[src/rtl/fetch_predict_stage.sv]
// IF stage: PC register, next-PC selection and IF/ID pipeline register.
// Define BRANCH_PRED_EN for a direct-mapped BTB with 2-bit counters; otherwise static not-taken.
module fetch_predict_stage #(
   parameter logic [31:0] RESET_PC = 32'h0000_0000,
   parameter int          IDX_W    = 4
) (
   input  logic        clk,
   input  logic        rst,
   input  logic        StallF,
   input  logic        StallD,
   input  logic        FlushD,
   input  logic [31:0] InstrF,
   output logic [31:0] PCF,
   output logic [31:0] InstrD,
   output logic [31:0] PCD,
   output logic [31:0] PCPlus4D,
   output logic        PredTakenD,
   output logic [31:0] PredTargetD,
   input  logic        BranchE,
   input  logic        TakenE,
   input  logic [31:0] PCE,
   input  logic [31:0] PCTargetE,
   input  logic [31:0] PCPlus4E,
   input  logic        PredTakenE,
   input  logic [31:0] PredTargetE,
   output logic        MispredictE
);
   localparam int          ENTRIES = 1 << IDX_W;
   localparam int          TAG_W   = 30 - IDX_W;
   localparam logic [31:0] NOP     = 32'h0000_0013;

   logic [31:0] pc_plus4;
   logic [31:0] pc_next;
   logic        predict;
   logic [31:0] pred_target;

   assign pc_plus4 = PCF + 32'd4;

`ifdef BRANCH_PRED_EN
   logic [ENTRIES-1:0] valid;
   logic [1:0]         ctr [ENTRIES];
   logic [TAG_W-1:0]   tag [ENTRIES];
   logic [31:0]        tgt [ENTRIES];
   logic [IDX_W-1:0]   look_idx;
   logic [IDX_W-1:0]   upd_idx;
   logic [1:0]         unused_pce_bits;

   assign look_idx        = PCF[IDX_W+1:2];
   assign upd_idx         = PCE[IDX_W+1:2];
   assign unused_pce_bits = PCE[1:0];
   assign predict     = valid[look_idx] && (tag[look_idx] == PCF[31:IDX_W+2]) && ctr[look_idx][1];
   assign pred_target = tgt[look_idx];
   assign MispredictE = rst && BranchE &&
                        ((TakenE != PredTakenE) ||
                         (TakenE && PredTakenE && (PredTargetE != PCTargetE)));

   // Counters saturate at both ends; not-taken outcomes never invalidate an entry.
   always_ff @(posedge clk) begin
      if (!rst) begin
         valid <= '0;
         for (int i = 0; i < ENTRIES; i++) begin
            ctr[i] <= 2'b01;
         end
      end else if (BranchE) begin
         if (TakenE) begin
            valid[upd_idx] <= 1'b1;
            if (ctr[upd_idx] != 2'b11) begin
               ctr[upd_idx] <= ctr[upd_idx] + 2'b01;
            end
         end else if (ctr[upd_idx] != 2'b00) begin
            ctr[upd_idx] <= ctr[upd_idx] - 2'b01;
         end
      end
   end

   always_ff @(posedge clk) begin
      if (rst && BranchE && TakenE) begin
         tag[upd_idx] <= PCE[31:IDX_W+2];
         tgt[upd_idx] <= PCTargetE;
      end
   end
`else
   logic unused_pred_inputs;

   assign unused_pred_inputs = ^{PCE, PredTakenE, PredTargetE};
   assign predict            = 1'b0;
   assign pred_target        = 32'h0000_0000;
   assign MispredictE        = rst && BranchE && TakenE;
`endif

   // A resolved mispredict must redirect even when fetch is stalled.
   always_comb begin
      pc_next = pc_plus4;
      if (MispredictE) begin
         pc_next = TakenE ? PCTargetE : PCPlus4E;
      end else if (StallF) begin
         pc_next = PCF;
      end else if (predict) begin
         pc_next = pred_target;
      end
   end

   always_ff @(posedge clk) begin
      if (!rst) begin
         PCF <= RESET_PC;
      end else begin
         PCF <= pc_next;
      end
   end

   always_ff @(posedge clk) begin
      if (!rst || FlushD) begin
         InstrD      <= NOP;
         PCD         <= 32'h0000_0000;
         PCPlus4D    <= 32'h0000_0000;
         PredTakenD  <= 1'b0;
         PredTargetD <= 32'h0000_0000;
      end else if (!StallD) begin
         InstrD      <= InstrF;
         PCD         <= PCF;
         PCPlus4D    <= pc_plus4;
         PredTakenD  <= predict;
         PredTargetD <= pred_target;
      end
   end
endmodule

[config.mk]
export PLATFORM = sky130hd
export DESIGN_NAME = fetch_predict_stage
export DESIGN_NICKNAME = d
export VERILOG_FILES = /design/src/rtl/fetch_predict_stage.sv
export SDC_FILE = /design/constraint.sdc
export NUM_CORES = 1
export LEC_CHECK = 0
export CORE_AREA = 2 2 126 128
export DETAILED_ROUTE_END_ITERATION = 6
export DIE_AREA = 0 0 128 130
export GPL_ROUTABILITY_DRIVEN = 1
export PLACE_DENSITY = 0.81
export SKIP_LAST_GASP = 1
export SLEW_MARGIN = 20
export SYNTH_ARGS = -nofsm -noshare
export SYNTH_HDL_FRONTEND = slang
export SYNTH_SLANG_ARGS = --single-unit
[constraint.sdc]
create_clock -name clk -period 2.45 [get_ports clk]
set_input_delay 0.3675 -clock clk [delete_from_list [all_inputs] [get_ports clk]]
set_output_delay 0.3675 -clock clk [all_outputs]
set_load 0.02 [all_outputs]
layer_met1.png
Supply wires on this layer in grey.
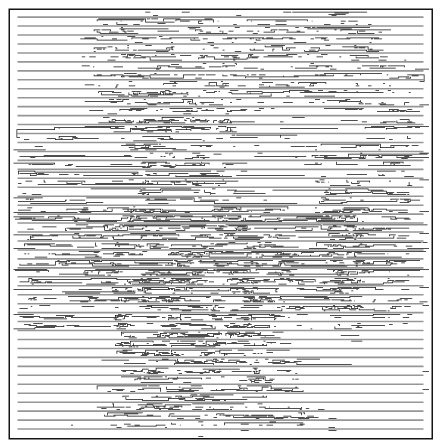
The longest straight run is 52.9 um. 824 nets have wire on it.
DR vias: 5562
Post-Route WL: 17.7 mm
met1 usage: 0.268

layer_met2.png
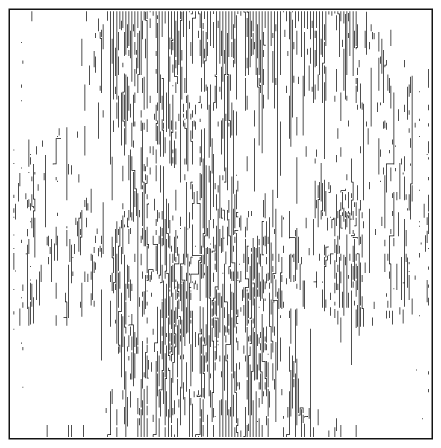
The layer carries 8530 um of wire. The layer holds 48% of the routed length. 797 nets have wire on it. The wires run mostly vertical. The longest straight run is 56.6 um.
met2 usage: 0.339

layer_met3.png
Scale bar: 50 um. Cells faint in the background.
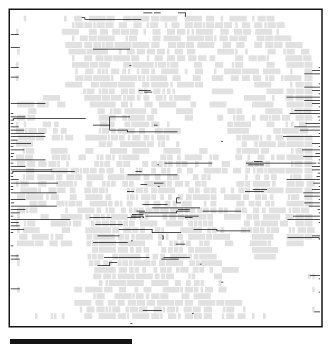
130 nets have wire on it. The longest straight run is 29.7 um. The wires run mostly horizontal. The layer carries 1010 um of wire. The layer holds 5.7% of the routed length.
grt met3 use: 0.0562

==> impl_metrics.py <==
# Flow results
metrics = {
    "cells_and_area": {
        "fin_util": 0.565,
        "fin_area_mm2": 0.00871,
        "num_antenna_cells": 0,
        "seq_area_mm2": 0.00252,
        "layout_top_cell": "clkdlybuf4s50_1",
        "stdcell_count": 1063,
        "nFillCells": 1351,
        "syn_to_final_growth_pct": 47.9,
        "final-comb-area_mm2": 0.00293,
        "reg_top3": "InstrD x32, PCD x32, PCF x32",
    },
    "logic_synthesis": {
        "synth.distinct_cells": 48,
        "yosys.cell_count.top_type": "dfxtp_1",
        "avgSynthCellArea_um2": 8.93,
        "syn_area_mm2": 0.00589,
        "top_cells_by_count": "dfxtp_1 (126), nor2_1 (82), mux2i_1 (66), o21ai_0 (43), buf_4 (40)",
        "synthArstFlopShare": 0,
        "synth-edff-count": 0,
        "top_area_frac": 0.428,
        "yosys.area.top_type": "dfxtp_1",
        "ys_area_mm2": 0.00589,
        "ys_sh_adder": 0.00212,
        "ys.flops": 126,
        "mux_share": 0.112,
        "ff_type": "dfxtp_1",
        "synthAoiAreaFrac": 0.134,
        "synthSimpleGateAreaFrac": 0.195,
        "yosys-top-cells-area": "dfxtp_1 (43%), mux2i_1 (11%), nor2_1 (5.2%), buf_4 (5.1%), o21ai_0 (3.7%)",
        "ys_cells": 660,
        "ys_seq_share": 0.428,
        "yosys_warnings": 0,
        "syn_inst": 660,
        "synthTopLogicFamily": "simple AND/OR/NAND/NOR gates",
    },
    "critical_path": {
        "cp-startpoint": "PCF[5]",
        "r2r_slack_ps": 290,
        "critical_path_depth": 4,
        "rr_endpoint": "PCF[18]",
        "worstPathCellList": "nand3_2, or3_1, or4_1, a31oi_1",
        "reg2reg_from": "PCF[5]",
        "path_buffers": 0,
        "crit_slowest_cell": "dfxtp_1",
        "crit_path_end": "PCF[18]",
        "critPathLaunchType": "flop",
        "arrival_ps": 2500,
        "critical_path.max_stage_delay_ps": 590,
        "cp_data_required_time_ps": 2780,
        "crit_path_end_kind": "flop",
        "critPathTopFamily": "simple AND/OR/NAND/NOR gates",
        "critPathMaxFanout": 11,
    },
    "grt": {
        "grt_max_degree": 61,
        "first_global_vias": 5217,
        "busiest_layer": "met2",
        "gr-total-overflow": 0,
        "antenna_found_initial": 0,
        "grt_pass1_wl_mm": 27.3,
        "groute.usage.overall": 0.210,
    },
    "routing": {
        "top_layer_used": "met4",
        "vias_per_cell": 5.23,
        "wl_met3_mm": 1.01,
        "dr_wl_met2_mm": 8.53,
        "drt-initial-drc-count": 500,
        "wl_per_cell_um": 16.6,
        "wl_met1_mm": 7.70,
        "drc": 0,
        "drtAntennaViolNets": 0,
        "first_pass_iters": 5,
    },
    "sta": {
        "relSlewSlack": 0.615,
        "period_used_share": 0.882,
        "finClkSkew_ps": 6.84,
        "rsz0062_at_grt": "no",
        "setup_ws_ps": 289,
        "finalSetupViolations": 0,
        "final_hold_viol_count": 0,
        "setup_tns_ps": 0,
        "tightestPinTransition_ps": 578,
        "fmax_mhz": 463,
        "finalMaxSlewViolations": 0,
        "min_period_ps": 2160,
    },
    "power": {
        "pg_comb_uw": 830,
        "power_frac_comb": 0.142,
        "leakage_uw": 0.00325,
        "power_sequential_uw": 2190,
        "p_seq_frac": 0.377,
        "worst_ir_drop_vdd_v": 0.000405,
        "switchingPower_uw": 1430,
        "p_sw_frac": 0.245,
        "p_clk_frac": 0.481,
        "maxPowerGroup": "the clock network",
        "internal_power_uw": 4400,
        "total_power_uw": 5820,
        "p_per_area_mw_per_mm2": 668,
    },
    "die": {
        "die_y_um": 130,
        "fp_util": 0.382,
        "row_count": 46,
        "die_x_um": 128,
        "die-area_mm2": 0.0166,
        "io_pins": 330,
    },
    "clock_tree": {
        "h-tree-depth": 4,
        "post_cts_buffers": 0,
        "cts.reportedPaths.clkPinSlew_ps": 60,
        "clkLatencyLatePin_ps": 420,
        "clockRootBuffer": "clkbuf_16",
        "hold_buffers": 0,
        "cts_resized": 0,
        "clock_path_buffers": 2,
        "cts_tree": "done",
    },
    "placed_design": {
        "io_buffers": 199,
        "gp_congestion": 0.857,
        "dp_slack_ps": 261,
        "dpl.cell_count": 1032,
        "hpwlAfterDp_mm": 12.5,
        "placed_area_mm2": 0.00806,
    },
    "run": {
        "tool_warnings": 123,
        "cap_violations": 0,
    },
    "run_status": {
        "status": "finished, final reports clean",
    },
    "min_path": {
        "worstHoldPathType": "primary input to flop",
    },
}
layer_met4.png
Supply wires on this layer in grey. Cells faint in the background.
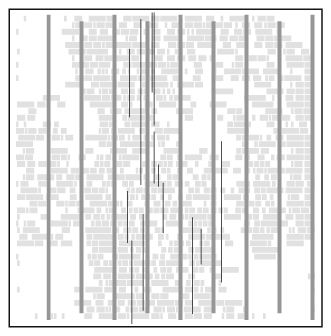
The layer carries 431 um of wire. The wires run mostly vertical. 10 nets have wire on it.

clocks.png
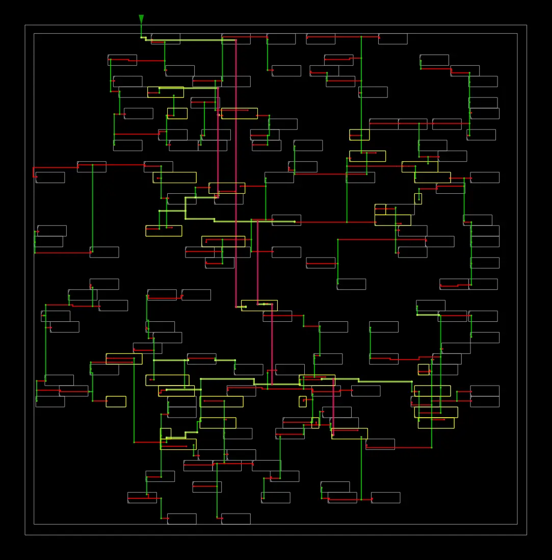
TritonCTS Buffers: 17
power in the clock group: 2800 uW
clk sinks: 126

worst min-delay path by stage:
stage	start	end	slack, ps	depth (start not counted)
global placement	PCPlus4D[5]	PCPlus4D[5]	450	2
CTS	StallD	PCPlus4D[4]	380	3
global route	StallD	PCPlus4D[4]	400	3
detailed placement	InstrD[0]	InstrD[0]	460	2
finish	StallD	PCPlus4D[4]	390	3
floorplan	PCF[0]	PCF[0]	450	2
layout make-up:
| cell class | count | area share |
|---|---|---|
| multi-input cells | 466 | 0.336 |
| flip-flops and latches | 126 | 0.290 |
| repair buffers | 243 | 0.269 |
| clock buffers | 20 | 0.0536 |
| well taps | 192 | 0.0276 |
| clock inverters | 11 | 0.0215 |
| inverters | 5 | 0.00215 |
Power and IR drop assume default switching activity.
